==> config.mk <==
export PLATFORM = sky130hd
export DESIGN_NAME = apb_cmd_master_flat
export DESIGN_NICKNAME = d
export VERILOG_FILES = /design/src/rtl/apb_cmd_master_pkg.sv /design/src/rtl/apb_cmd_master_if.sv /design/src/rtl/apb_cmd_master.sv /design/src/flat_wrapper.sv
export SDC_FILE = /design/constraint.sdc
export NUM_CORES = 1
export LEC_CHECK = 0
export CAP_MARGIN = 0
export CORE_MARGIN = 2
export CORE_UTILIZATION = 27
export CTS_CLUSTER_SIZE = 16
export DETAILED_ROUTE_END_ITERATION = 6
export GPL_TIMING_DRIVEN = 0
export PLACE_DENSITY = 0.52
export SLEW_MARGIN = 40
export SYNTH_ARGS = -nofsm -noshare
export SYNTH_HDL_FRONTEND = slang
export SYNTH_SLANG_ARGS = --single-unit
==> constraint.sdc <==
create_clock -name PCLK -period 2.6 [get_ports PCLK]
set_input_delay 0.26 -clock PCLK [delete_from_list [all_inputs] [get_ports PCLK]]
set_output_delay 0.26 -clock PCLK [all_outputs]
set_load 0.02 [all_outputs]
==> src/rtl/apb_cmd_master_pkg.sv <==
// Shared types and constants for the byte-stream to APB command master.
package apb_cmd_pkg;

    // Controller states, exposed on the debug port as well.
    typedef enum logic [2:0] {
        IDLE   = 3'd0,
        WDATA  = 3'd1,
        SETUP  = 3'd2,
        ACCESS = 3'd3,
        RESP   = 3'd4
    } state_t;

    // Header byte layout: bit7 = write flag, bits4:0 = register address.
    localparam int HDR_W_BIT    = 7;
    localparam int HDR_ADDR_MSB = 4;

    // Read data returned when a read is aborted by the timeout.
    localparam logic [7:0] ERR_RDATA = 8'hFF;

endpackage

==> src/rtl/apb_cmd_master_if.sv <==
// Command stream, response stream and APB requester signals of the command master.
//
// Handshake rule for both byte streams: a byte moves on a rising PCLK edge
// where VALID and READY are both high; the sender holds DATA stable while
// VALID is high and the receiver has not yet taken it.
interface apb_cmd_master_if;
    // Command byte stream (host deserializer -> master)
    logic [7:0] CMD_DATA;
    logic       CMD_VALID;
    logic       CMD_READY;
    // Response byte stream (master -> host)
    logic [7:0] RSP_DATA;
    logic       RSP_VALID;
    logic       RSP_READY;
    // APB requester (master -> debugger register block)
    logic       PSEL;
    logic [4:0] PADDR;
    logic       PENABLE;
    logic       PWRITE;
    logic [7:0] PWDATA;
    logic [7:0] PRDATA;
    logic       PREADY;

    // The command master side.
    modport master (
        input  CMD_DATA, CMD_VALID,
        output CMD_READY,
        output RSP_DATA, RSP_VALID,
        input  RSP_READY,
        output PSEL, PADDR, PENABLE, PWRITE, PWDATA,
        input  PRDATA, PREADY
    );

    // The environment side: command source, response sink and APB responder.
    modport slave (
        output CMD_DATA, CMD_VALID,
        input  CMD_READY,
        input  RSP_DATA, RSP_VALID,
        output RSP_READY,
        input  PSEL, PADDR, PENABLE, PWRITE, PWDATA,
        output PRDATA, PREADY
    );
endinterface

==> src/rtl/apb_cmd_master.sv <==
// Byte-stream to APB initiator: decodes header/data command bytes, runs one
// APB transfer per command with bounded wait, and returns read data as a byte.
module apb_cmd_master
    import apb_cmd_pkg::*;
#(
    parameter int TIMEOUT = 255
) (
    input  logic             PCLK,
    input  logic             PRESETn,
    apb_cmd_master_if.master bus,
    output logic             BUSY,
    output logic             ERR,
    output state_t           dbg_state
);

    // A zero TIMEOUT disables the bound; keep the counter at least one bit wide.
    localparam int            CW       = (TIMEOUT > 0) ? $clog2(TIMEOUT + 1) : 1;
    localparam logic [CW-1:0] CNT_LAST = (TIMEOUT > 0) ? CW'(TIMEOUT - 1) : '0;
    localparam logic [CW-1:0] CNT_MAX  = '1;

    state_t        state_q, state_d;
    logic [4:0]    paddr_q, paddr_d;
    logic          pwrite_q, pwrite_d;
    logic [7:0]    pwdata_q, pwdata_d;
    logic [7:0]    rsp_data_q, rsp_data_d;
    logic [CW-1:0] cnt_q, cnt_d;
    logic          err_q, err_d;
    logic          timed_out;

    assign timed_out = (TIMEOUT != 0) && (cnt_q == CNT_LAST);

    // State and datapath registers with synchronous active-low reset.
    always_ff @(posedge PCLK) begin
        if (!PRESETn) begin
            state_q    <= IDLE;
            paddr_q    <= '0;
            pwrite_q   <= 1'b0;
            pwdata_q   <= '0;
            rsp_data_q <= '0;
            cnt_q      <= '0;
            err_q      <= 1'b0;
        end else begin
            state_q    <= state_d;
            paddr_q    <= paddr_d;
            pwrite_q   <= pwrite_d;
            pwdata_q   <= pwdata_d;
            rsp_data_q <= rsp_data_d;
            cnt_q      <= cnt_d;
            err_q      <= err_d;
        end
    end

    // Next-state, command decode, wait/timeout handling and response capture.
    always_comb begin
        state_d    = state_q;
        paddr_d    = paddr_q;
        pwrite_d   = pwrite_q;
        pwdata_d   = pwdata_q;
        rsp_data_d = rsp_data_q;
        cnt_d      = cnt_q;
        err_d      = 1'b0;
        unique case (state_q)
            IDLE: begin
                if (bus.CMD_VALID) begin
                    paddr_d  = bus.CMD_DATA[HDR_ADDR_MSB:0];
                    pwrite_d = bus.CMD_DATA[HDR_W_BIT];
                    state_d  = bus.CMD_DATA[HDR_W_BIT] ? WDATA : SETUP;
                end
            end
            WDATA: begin
                if (bus.CMD_VALID) begin
                    pwdata_d = bus.CMD_DATA;
                    state_d  = SETUP;
                end
            end
            SETUP: begin
                cnt_d   = '0;
                state_d = ACCESS;
            end
            ACCESS: begin
                // Completion takes priority over a timeout in the same cycle.
                if (bus.PREADY) begin
                    if (!pwrite_q) begin
                        rsp_data_d = bus.PRDATA;
                        state_d    = RESP;
                    end else begin
                        state_d    = IDLE;
                    end
                end else if (timed_out) begin
                    err_d = 1'b1;
                    if (!pwrite_q) begin
                        rsp_data_d = ERR_RDATA;
                        state_d    = RESP;
                    end else begin
                        state_d    = IDLE;
                    end
                end else if (cnt_q != CNT_MAX) begin
                    cnt_d = cnt_q + 1'b1;
                end
            end
            RESP: begin
                if (bus.RSP_READY) begin
                    state_d = IDLE;
                end
            end
            default: state_d = IDLE;
        endcase
    end

    // Outputs decoded from state; CMD_READY is forced low while reset is asserted.
    assign bus.CMD_READY = PRESETn && ((state_q == IDLE) || (state_q == WDATA));
    assign bus.RSP_VALID = (state_q == RESP);
    assign bus.RSP_DATA  = rsp_data_q;
    assign bus.PSEL      = (state_q == SETUP) || (state_q == ACCESS);
    assign bus.PENABLE   = (state_q == ACCESS);
    assign bus.PADDR     = paddr_q;
    assign bus.PWRITE    = pwrite_q;
    assign bus.PWDATA    = pwdata_q;
    assign BUSY          = (state_q != IDLE);
    assign ERR           = err_q;
    assign dbg_state     = state_q;

endmodule

==> src/flat_wrapper.sv <==
// flat-port wrapper written by rule: the top's interface ports become plain ports
module apb_cmd_master_flat import apb_cmd_pkg::*;
#(
    parameter int TIMEOUT = 255
)
  (PCLK, PRESETn, BUSY, ERR, dbg_state, bus_CMD_DATA, bus_CMD_VALID, bus_CMD_READY, bus_RSP_DATA, bus_RSP_VALID, bus_RSP_READY, bus_PSEL, bus_PADDR, bus_PENABLE, bus_PWRITE, bus_PWDATA, bus_PRDATA, bus_PREADY);
  apb_cmd_master_if bus_i ();
  input  logic PCLK;
  input  logic PRESETn;
  output logic BUSY;
  output logic ERR;
  output state_t dbg_state;
  input wire logic [$bits(bus_i.CMD_DATA)-1:0] bus_CMD_DATA;
  input wire logic [$bits(bus_i.CMD_VALID)-1:0] bus_CMD_VALID;
  output wire logic [$bits(bus_i.CMD_READY)-1:0] bus_CMD_READY;
  output wire logic [$bits(bus_i.RSP_DATA)-1:0] bus_RSP_DATA;
  output wire logic [$bits(bus_i.RSP_VALID)-1:0] bus_RSP_VALID;
  input wire logic [$bits(bus_i.RSP_READY)-1:0] bus_RSP_READY;
  output wire logic [$bits(bus_i.PSEL)-1:0] bus_PSEL;
  output wire logic [$bits(bus_i.PADDR)-1:0] bus_PADDR;
  output wire logic [$bits(bus_i.PENABLE)-1:0] bus_PENABLE;
  output wire logic [$bits(bus_i.PWRITE)-1:0] bus_PWRITE;
  output wire logic [$bits(bus_i.PWDATA)-1:0] bus_PWDATA;
  input wire logic [$bits(bus_i.PRDATA)-1:0] bus_PRDATA;
  input wire logic [$bits(bus_i.PREADY)-1:0] bus_PREADY;
  assign bus_i.CMD_DATA = bus_CMD_DATA;
  assign bus_i.CMD_VALID = bus_CMD_VALID;
  assign bus_CMD_READY = bus_i.CMD_READY;
  assign bus_RSP_DATA = bus_i.RSP_DATA;
  assign bus_RSP_VALID = bus_i.RSP_VALID;
  assign bus_i.RSP_READY = bus_RSP_READY;
  assign bus_PSEL = bus_i.PSEL;
  assign bus_PADDR = bus_i.PADDR;
  assign bus_PENABLE = bus_i.PENABLE;
  assign bus_PWRITE = bus_i.PWRITE;
  assign bus_PWDATA = bus_i.PWDATA;
  assign bus_i.PRDATA = bus_PRDATA;
  assign bus_i.PREADY = bus_PREADY;
  apb_cmd_master #(.TIMEOUT(TIMEOUT)) u_core (.PCLK(PCLK), .PRESETn(PRESETn), .bus(bus_i), .BUSY(BUSY), .ERR(ERR), .dbg_state(dbg_state));
endmodule
==> results.toml <==
# yosys + openroad results
[cts]
cts_resized = 0
clockBufferDepth = 2
cts_sinks = 34
cts_tree = "built"
post-cts-setup-buffers = 0
clkSlewWorstSetupHoldPaths_ns = 0.07
htree_levels = 2

[synth]
synth_flops = 34
avgSynthCellArea_um2 = 9.099
synth-async-reset-ratio = 0
synth_cell_type_count = 46
ys_seq_frac = 0.4426
syn-cell-area_um2 = 1538
yosys_cells = 169
flop_cell = "dfxtp_1"
yosysChipArea_um2 = 1538
yosys_warnings = 0
synth_nets = 192

[die]
coreArea_um2 = 5507
die_w_um = 79.47
ioPinCount = 52
rows = 27
die_h_um = 79.47

[sta]
timing.fmax_ghz = 0.4360
fin_crit_sh = 0.8822
finalSetupViolCount = 0
worstMarginPinSlew_ns = 0.4899
rsz0062_at_grt = "no"

[pwr]
leakage_nw = 0.7944
power_density_nw_per_um2 = 535.3

[critical_path]
worstPathArrival_ns = 2.03
crit_path_frequent_cell = "clkdlybuf4s50_1"
endpoint_kind = "output pin"
cp_max_fo = 10
cp_slowest_stage_delay_ns = 0.61

[route]
dr.pass1.iters = 4
wl_um = 4015
final_antenna_net_count = 0
viasPerCell = 4.727

[flow_run]
warning_count = 27

[placed_design]
gp_congestion = 0.7682
post-dp-hpwl_um = 2897
numPortBuffers = 51

[run_status]
status = "finished clean"

[layout]
finalNetCount = 250
layout_top_cell = "clkdlybuf4s50_1"
diodes = 0
## per-stage QoR
stage	std cells	setup WS [ns]	utilization	instance area, um^2	hold slack, ns
after global routing	300	0.1959	0.4049	2230	0.4806
after floorplan	169	0.9444	-	1538	0.3949
final	300	0.3063	0.4049	2230	0.4578
after CTS	300	0.2864	0.4049	2230	0.4581
after global placement	292	0.2795	0.3883	2138	0.4443
after detailed placement	292	0.2881	0.3883	2138	0.4483
## power breakdown
part           leakage, nW  internal [mW]  switching [mW]
registers            0.276          0.542          0.0159
logic                0.470          0.111           0.118
clock network       0.0482          0.214           0.193
total                0.794          0.866           0.328
## final cells by class
type | count | area, um^2
Fill cell | 576 | 3277
Multi-Input combinational cell | 124 | 809.5
Sequential cell | 34 | 680.7
Timing Repair Buffer | 51 | 510.5
Tap cell | 72 | 90.09
Clock buffer | 7 | 86.33
Buffer | 6 | 27.53
Inverter | 5 | 20.02
Clock inverter | 1 | 5.005
## sequential cells by signal (all words and copies together) (netlist names)
signal               flops
u_core.bus.PWDATA        8
u_core.bus.RSP_DATA      8
u_core.ERR               1
u_core.bus.PADDR         5
u_core.bus.PWRITE        1
u_core.dbg_state         3
u_core.cnt_q             8
## cell usage after synthesis, types with 2 or more instances
cell type / count / area [um^2]
a21boi_1: 2 / 15.01
nand2b_1: 3 / 18.77
a21oi_1: 15 / 75.07
a41oi_1: 2 / 17.52
o221a_1: 8 / 90.09
nor3_1: 2 / 10.01
clkbuf_1: 4 / 15.01
or3_1: 4 / 25.02
mux2i_1: 6 / 60.06
nor2b_1: 2 / 12.51
dfxtp_1: 34 / 680.7
o21ai_0: 6 / 30.03
nand2_1: 25 / 93.84
nor2_1: 12 / 45.04
nor4_1: 3 / 18.77
nand3_1: 7 / 35.03
ha_1: 2 / 25.02
inv_1: 2 / 7.510
and3_1: 3 / 18.77
## worst paths after layout
kind / endpoint / start / cells past startpoint
worst max-delay path: bus_CMD_READY / PRESETn / 5
worst min-delay path: u_core.bus.PWDATA[4] / u_core.bus.PWDATA[4] / 2
worst max register to register: u_core.cnt_q[7] / u_core.cnt_q[0] / 6
worst min register to register: u_core.bus.PWDATA[4] / u_core.bus.PWDATA[4] / 2
## cells by family (layout without fill, tap and decap cells)
group / Yosys count / count (layout) / share of synthesized area
compound gates: 40 / 40 / 0.1871
buf+inv: 11 / 70 / 0.03091
mux: 7 / 7 / 0.04638
flops: 34 / 34 / 0.4426
simple gates: 75 / 75 / 0.2767
fa+ha+maj: 2 / 2 / 0.01627
## worst register-to-register path: cells and delay by family (launching register included)
kind                       cells  cell delay (ns)
DFF                            1             0.35
muxes                          1             0.37
AOI/OAI and AO/OA              2             0.36
buffers and inverters          1             0.07
adders and majority gates      1             0.24
and+or+nand+nor                1             0.36
## per-layer routing
metal / vias up / GRT usage / routed length [um]
met1: 656 / 0.1869 / 2040
met2: 25 / 0.1992 / 1762
li1: 731 / - / -
met5: - / 0 / 0
met3: 6 / 0.03846 / 158
met4: 0 / 0.04655 / 53
The clock network:
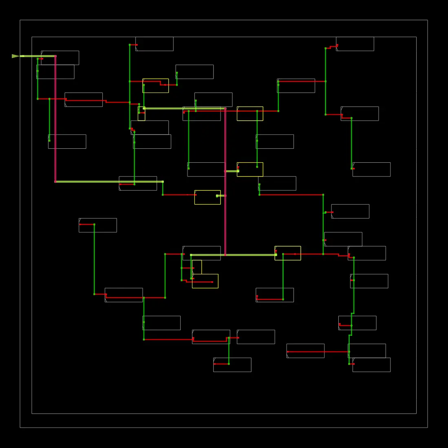
CLK BUF: 7
cts bufs inserted: 5
Flop Count: 34

Clock network drawn from the DEF:
Scale bar: 20 um.
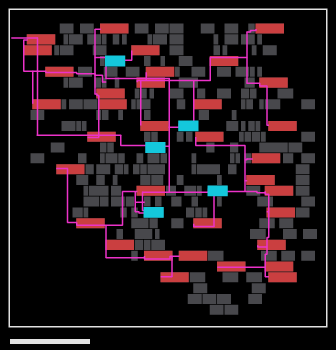
[cyan] cells driving clock nets | count: 5
[magenta] clock wires | length: 500 um
[red] flip-flops | count: 34
routed clock nets: 6
flops lie: widely spread

Routed metal, one color a layer:
Scale bar: 20 um. Two of the layers only.
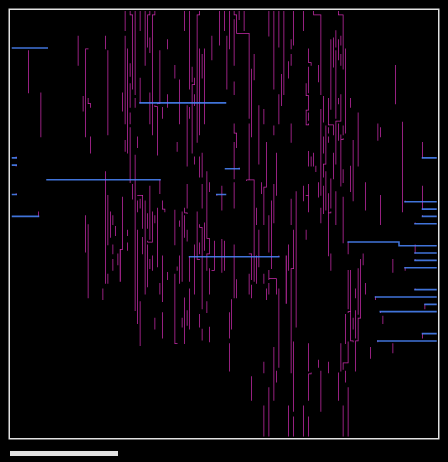
| color | layer | wire length |
|---|---|---|
| blue | met3 | 159 um |
| magenta | met2 | 1,760 um |

Power and IR drop assume default switching activity.
